[src/rtl/fa_serial_add_ctrl.sv]
// ---------------------------------------------------------------------------
// fa_serial_add_ctrl
//
// Bit-serial WIDTH-bit adder sequencer built around a single shared full
// adder (fa_using_ha). On an accepted start the two operands and the
// carry-in are captured, then fed LSB-first through the full adder, one bit
// per clock. The running carry lives in a flip-flop between cycles and the
// sum bits are gathered in a right-shifting register. The final sum and
// carry are published together with a one-cycle done pulse.
//
// Ports:
//   clk    - rising-edge clock
//   rst_n  - asynchronous active-low reset
//   start  - operation request, only looked at in IDLE
//   a, b   - WIDTH-bit operands, captured on the accepting edge
//   c_in   - carry-in, captured on the accepting edge
//   busy   - high while bits are being processed (RUN)
//   done   - one-cycle completion pulse (DONE)
//   sum    - registered result, held between operations
//   c_out  - registered final carry, held between operations
//
// Also contains the half adder and the fa_using_ha full adder so the
// controller is self-contained.
// ---------------------------------------------------------------------------

module ha (
    input  logic a,
    input  logic b,
    output logic s,
    output logic c
);

    assign s = a ^ b;
    assign c = a & b;

endmodule

module fa_using_ha (
    input  logic a,
    input  logic b,
    input  logic c_in,
    output logic s,
    output logic c
);

    logic s1;
    logic c1;
    logic c2;

    ha u_ha0 (.a(a),  .b(b),    .s(s1), .c(c1));
    ha u_ha1 (.a(s1), .b(c_in), .s(s),  .c(c2));

    // At most one of the two half adders can generate a carry.
    assign c = c1 | c2;

endmodule

module fa_serial_add_ctrl #(
    parameter int WIDTH = 8
) (
    input  logic             clk,
    input  logic             rst_n,
    input  logic             start,
    input  logic [WIDTH-1:0] a,
    input  logic [WIDTH-1:0] b,
    input  logic             c_in,
    output logic             busy,
    output logic             done,
    output logic [WIDTH-1:0] sum,
    output logic             c_out
);

    localparam int CNT_W = $clog2(WIDTH) + 1;
    localparam logic [CNT_W-1:0] LAST_BIT = CNT_W'(WIDTH - 1);

    typedef enum logic [1:0] {
        IDLE,
        RUN,
        DONE
    } state_t;

    state_t           state_q;
    logic [WIDTH-1:0] sh_a_q;
    logic [WIDTH-1:0] sh_b_q;
    logic [WIDTH-1:0] sh_sum_q;
    logic [WIDTH-1:0] sh_sum_d;
    logic [WIDTH-1:0] sum_q;
    logic [CNT_W-1:0] cnt_q;
    logic             carry_q;
    logic             c_out_q;
    logic             busy_q;
    logic             done_q;
    logic             fa_s;
    logic             fa_c;

    // The one shared full adder always looks at the current LSBs and carry.
    fa_using_ha u_fa (
        .a    (sh_a_q[0]),
        .b    (sh_b_q[0]),
        .c_in (carry_q),
        .s    (fa_s),
        .c    (fa_c)
    );

    // Next sum-register value: new bit enters at the MSB while the register
    // shifts right, so after WIDTH bits the LSB of the result sits at bit 0.
    // Written as shift-and-or so it stays legal for WIDTH = 1.
    always_comb begin
        sh_sum_d = (sh_sum_q >> 1) | (WIDTH'(fa_s) << (WIDTH - 1));
    end

    // Sequencer: single registered FSM, all outputs are flops.
    always_ff @(posedge clk or negedge rst_n) begin
        if (!rst_n) begin
            state_q  <= IDLE;
            sh_a_q   <= '0;
            sh_b_q   <= '0;
            sh_sum_q <= '0;
            sum_q    <= '0;
            cnt_q    <= '0;
            carry_q  <= 1'b0;
            c_out_q  <= 1'b0;
            busy_q   <= 1'b0;
            done_q   <= 1'b0;
        end else begin
            case (state_q)
                IDLE: begin
                    done_q <= 1'b0;
                    if (start) begin
                        sh_a_q   <= a;
                        sh_b_q   <= b;
                        carry_q  <= c_in;
                        sh_sum_q <= '0;
                        cnt_q    <= '0;
                        busy_q   <= 1'b1;
                        state_q  <= RUN;
                    end
                end

                RUN: begin
                    sh_a_q   <= sh_a_q >> 1;
                    sh_b_q   <= sh_b_q >> 1;
                    sh_sum_q <= sh_sum_d;
                    carry_q  <= fa_c;
                    cnt_q    <= cnt_q + CNT_W'(1);
                    // Last bit: publish the completed result in the same edge.
                    if (cnt_q == LAST_BIT) begin
                        sum_q   <= sh_sum_d;
                        c_out_q <= fa_c;
                        busy_q  <= 1'b0;
                        done_q  <= 1'b1;
                        state_q <= DONE;
                    end
                end

                DONE: begin
                    done_q  <= 1'b0;
                    state_q <= IDLE;
                end

                default: begin
                    busy_q  <= 1'b0;
                    done_q  <= 1'b0;
                    state_q <= IDLE;
                end
            endcase
        end
    end

    assign busy  = busy_q;
    assign done  = done_q;
    assign sum   = sum_q;
    assign c_out = c_out_q;

endmodule

[config.mk]
export PLATFORM = sky130hd
export DESIGN_NAME = fa_serial_add_ctrl
export DESIGN_NICKNAME = d
export VERILOG_FILES = /design/src/rtl/fa_serial_add_ctrl.sv
export SDC_FILE = /design/constraint.sdc
export NUM_CORES = 1
export LEC_CHECK = 0
export CAP_MARGIN = 20
export CELL_PAD_IN_SITES_DETAIL_PLACEMENT = 0
export CELL_PAD_IN_SITES_GLOBAL_PLACEMENT = 1
export CORE_ASPECT_RATIO = 0.5
export CORE_MARGIN = 3
export CORE_UTILIZATION = 38
export CTS_CLUSTER_SIZE = 16
export DETAILED_ROUTE_END_ITERATION = 10
export PLACE_DENSITY_LB_ADDON = 0.05
export SLEW_MARGIN = 0
export SYNTH_ARGS = -nofsm -noshare
export SYNTH_HDL_FRONTEND = slang
export SYNTH_SLANG_ARGS = --single-unit
[constraint.sdc]
create_clock -name clk -period 1.4 [get_ports clk]
set_input_delay 0.35 -clock clk [delete_from_list [all_inputs] [get_ports clk]]
set_output_delay 0.35 -clock clk [all_outputs]
set_load 0.005 [all_outputs]
==> results_dict.tcl, run 1 <==
# place-and-route summary
set metrics [dict create \
    bufAreaShareNonClock_pct 19.89 \
    cts_setup_buffers 4 \
    routed_via_density 4.734 \
    netlist_area_mm2 0.001872 \
    drive_above_1_share_pct 36.04 \
    dp.cells 249 \
    end_kind "register" \
    critical_path_arrival_ns 1.54 \
    clock_sinks 41 \
    antenna_found_initial 0 \
    grt_util_met2_pct 18.39 \
    critical_path.top_delay_family "flip-flops" \
    hold_class "in2async" \
    crit_path_end "sum[6]" \
    power-top-group "combinational logic" \
    drt-total-wl_um 3689 \
    hold_buffers 0 \
    status "completed" \
    required_ns 1.58 \
    fp_nets 166 \
    p_switching_mw 1.761 \
    ff2ff_setup_slack_ns 0.04 \
    synthMuxAreaShare_pct 6.016 \
    clkPwrFrac_pct 18.8 \
    aoi_share_pct 23.46 \
    dr.pass1.iters 4 \
    htree_levels 2 \
    top_logic_kind "AND-OR/OR-AND gates" \
    ys.flop_type "dfrtp_1" \
    simple_gate_area_share_pct 8.757 \
    cp_num_buf_inv 0 \
    fin_total_pwr_mw 5.302 \
    adder_share_pct 1.738 \
    largestClassByArea "registers" \
    swShare_pct 33.21 \
    io_pins 31 \
    row_count 17 \
    comb_area_share_pct 30.86 \
    place_congestion 0.7260 \
    ys_ff 41 \
    yosys_warnings 0 \
    antennaDiodeCount 0 \
    clock_path_buffers 2 \
    grt_setup_unrepaired "true" \
    fin_tns_setup_ns 0 \
    finalCritPeriodShare_pct 96.80 \
    topRoutingLayerUsed "met4" \
    comb_cells 92 \
    top_cell_area_share_pct 54.81 \
    fin_skew_ns 0.006077 \
    warnings 27 \
    p_seq_mw 2.00 \
    area_leaders "dfrtp_1 55%, a22oi_2 6.0%, mux2_2 6.0%" \
    insertion_delay_ns 0.29 \
    synthXorXnorAreaFrac_pct 0 \
    seqCellArea_mm2 0.001026 \
    cp-start-kind "register" \
    combinationalPowerShare_pct 43.4 \
]
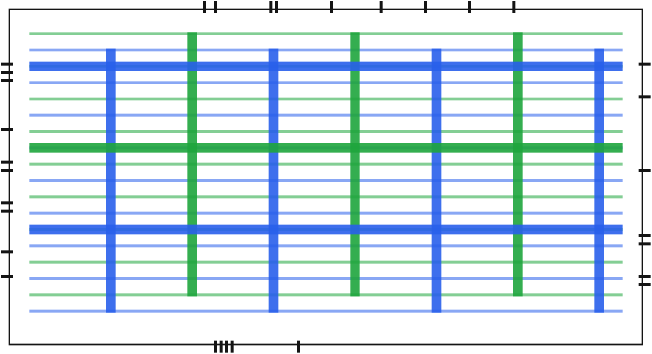
Figure 1: run 1, power grid.
(6 px per um) Pins as bars on the die edge.
Key: blue = VSS; green = VDD
18 met1 rails follow the rows. 3 straps on met5.
core region area: 0.004573 mm^2
worst vdd ir: 0.0006546 V
die width: 105.3 um
Die H: 55.63 um

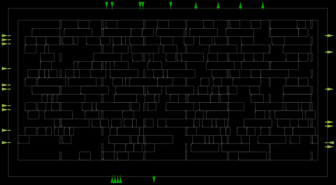
Figure 2: run 1, cell outlines without signal wires.
Flops: 41
Final Util: 54.88%
# Taps: 66
fraction of area in registers: 40.88%
fill cell count: 404

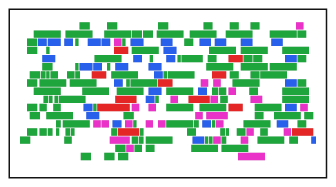
Figure 3: run 1, cell sizes after repair.
(3 px per um)
Key: green = _0 and _1 cells [cells 126]; red = _6 and larger [cells 11]; blue = _2 cells [cells 34]; magenta = _3 and _4 cells [cells 26]
fin area: 0.002510 mm^2
Area Overhead vs Synth: 34.09%
Setup WS post-layout: 0.04475 ns
Non-clk bufs: 54

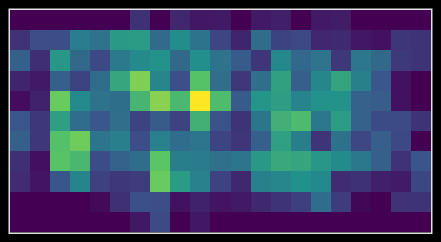
Figure 4: run 1, wiring heat map.
(4 px per um) The die is cut into 21 by 11 equal tiles; dark purple is low, yellow is high, scaled to the fullest tile. Values are wire area over tile area, all layers added.
The fullest tile reaches 0.37. 16% of the tiles are over half the peak. The densest ninth of the die: centre.
Vias: 1245
total track usage: 12.81%
WL/cell: 14.03 um

--- run 2 (diff from run 1) ---
--- a/config.mk
+++ b/config.mk
@@ -14,6 +14,7 @@
 export CTS_CLUSTER_SIZE = 16
 export DETAILED_ROUTE_END_ITERATION = 10
 export PLACE_DENSITY_LB_ADDON = 0.05
+export RECOVER_POWER = 100
 export SLEW_MARGIN = 0
 export SYNTH_ARGS = -nofsm -noshare
 export SYNTH_HDL_FRONTEND = slang
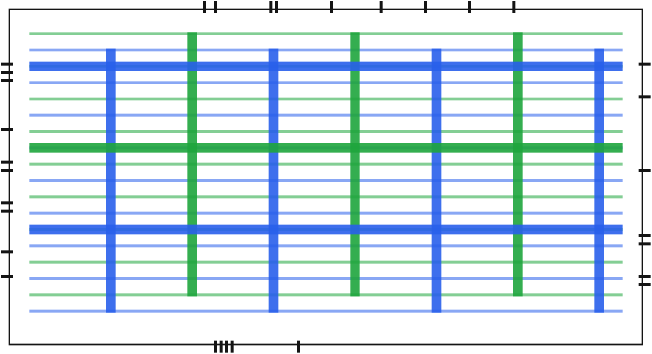
Figure 5: run 2, power grid.
(6 px per um) Pins as bars on the die edge.
Key: green = VDD; blue = VSS
18 met1 rails follow the rows. 31 signal pins sit on the boundary. 3 straps on met5. 7 straps on met4. The core has 17 rows.

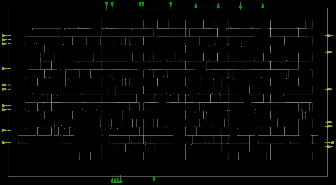
Figure 6: run 2, cell outlines without signal wires.
fill cell count: 406
FP Rows: 17
fraction of area in registers: 41.12%
Final Util: 54.56%

==> run 2 against run 1 <==
Compared with the run above:
- utilization down 0.33 points
- sequential power about the same
- clock-buffer cell count did not move
- routed wire length increased by 0.22%
- combinational power hardly changed
- critical endpoint unchanged
- clock power about the same
- largest cell class unchanged
- maximum frequency is 0.13% lower
==> results_dict.tcl, run 2 <==
# place-and-route summary
set metrics [dict create \
    pwr.group.clock_mw 0.997 \
    simple_gate_area_share_pct 8.757 \
    cp-start-kind "register" \
    taps 66 \
    required_ns 1.58 \
    critical_path.top_delay_family "flip-flops" \
    fin_tns_setup_ns 0 \
    topRoutingLayerUsed "met4" \
    largestClassByArea "registers" \
    io_pins 31 \
    top_cell_area_share_pct 54.81 \
    top_logic_kind "AND-OR/OR-AND gates" \
    ys.flop_type "dfrtp_1" \
    met1_usage_pct 18.26 \
    synthXorXnorAreaFrac_pct 0 \
    fin_total_pwr_mw 5.297 \
    finalCritPeriodShare_pct 96.93 \
    area_leaders "dfrtp_1 55%, a22oi_2 6.0%, mux2_2 6.0%" \
    synthArstFlopShare_pct 100.0 \
    warnings 27 \
    adder_share_pct 1.738 \
    antenna_found_initial 0 \
    netlist_area_mm2 0.001872 \
    insertion_delay_ns 0.29 \
    power-top-group "combinational logic" \
    pg_comb_mw 2.30 \
    p_seq_mw 2.00 \
    dp.cells 249 \
    flop-count 41 \
    bufAreaShareNonClock_pct 19.41 \
    cts_setup_buffers 4 \
    coreArea_mm2 0.004573 \
    hold_class "in2async" \
    synthMuxAreaShare_pct 6.016 \
    status "completed" \
    critical_path_arrival_ns 1.54 \
    seqCellArea_mm2 0.001026 \
    most_common_cell "dfrtp_1" \
    avgRoutedWirePerCell_um 14.06 \
    grt_util_met2_pct 18.39 \
    clkPwrFrac_pct 18.8 \
    dr_total_vias 1243 \
    clock_path_buffers 2 \
    wl_met3_um 172 \
    antennaDiodeCount 0 \
    comb_cells 92 \
    swShare_pct 33.27 \
    die_h_um 55.63 \
    grt_setup_unrepaired "true" \
    die-area_mm2 0.005855 \
    drive_above_1_share_pct 36.04 \
    place_congestion 0.7260 \
    fin_skew_ns 0.007274 \
    p_switching_mw 1.762 \
    hold_buffers 0 \
    comb_area_share_pct 31.04 \
    ff2ff_setup_slack_ns 0.04 \
    yosys_warnings 0 \
    die_x_um 105.3 \
    setup_ws_ns 0.04294 \
    crit_path_end "sum[6]" \
    ctsResizeCount 12 \
    drt-total-wl_um 3697 \
    end_kind "register" \
    cp_num_buf_inv 0 \
    syn2layout_area_growth_pct 33.29 \
    htree_levels 2 \
    final_cell_mix "41 x dfrtp_1, 21 x buf_4, 18 x nand2_1, 18 x clkdlybuf4s50_1, 11 x dlygate4sd2_1" \
    num-nonclk-buffers 54 \
    routed_via_density 4.726 \
    aoi_share_pct 23.46 \
    ys_ff 41 \
    combinationalPowerShare_pct 43.3 \
    vdd_drop_max_v 0.0006546 \
    design_area_mm2 0.002495 \
    grt_use_total_pct 12.81 \
    clock_sinks 41 \
    dr.pass1.iters 3 \
    fp_nets 166 \
]
Power is estimated from default activity; no workload was simulated.
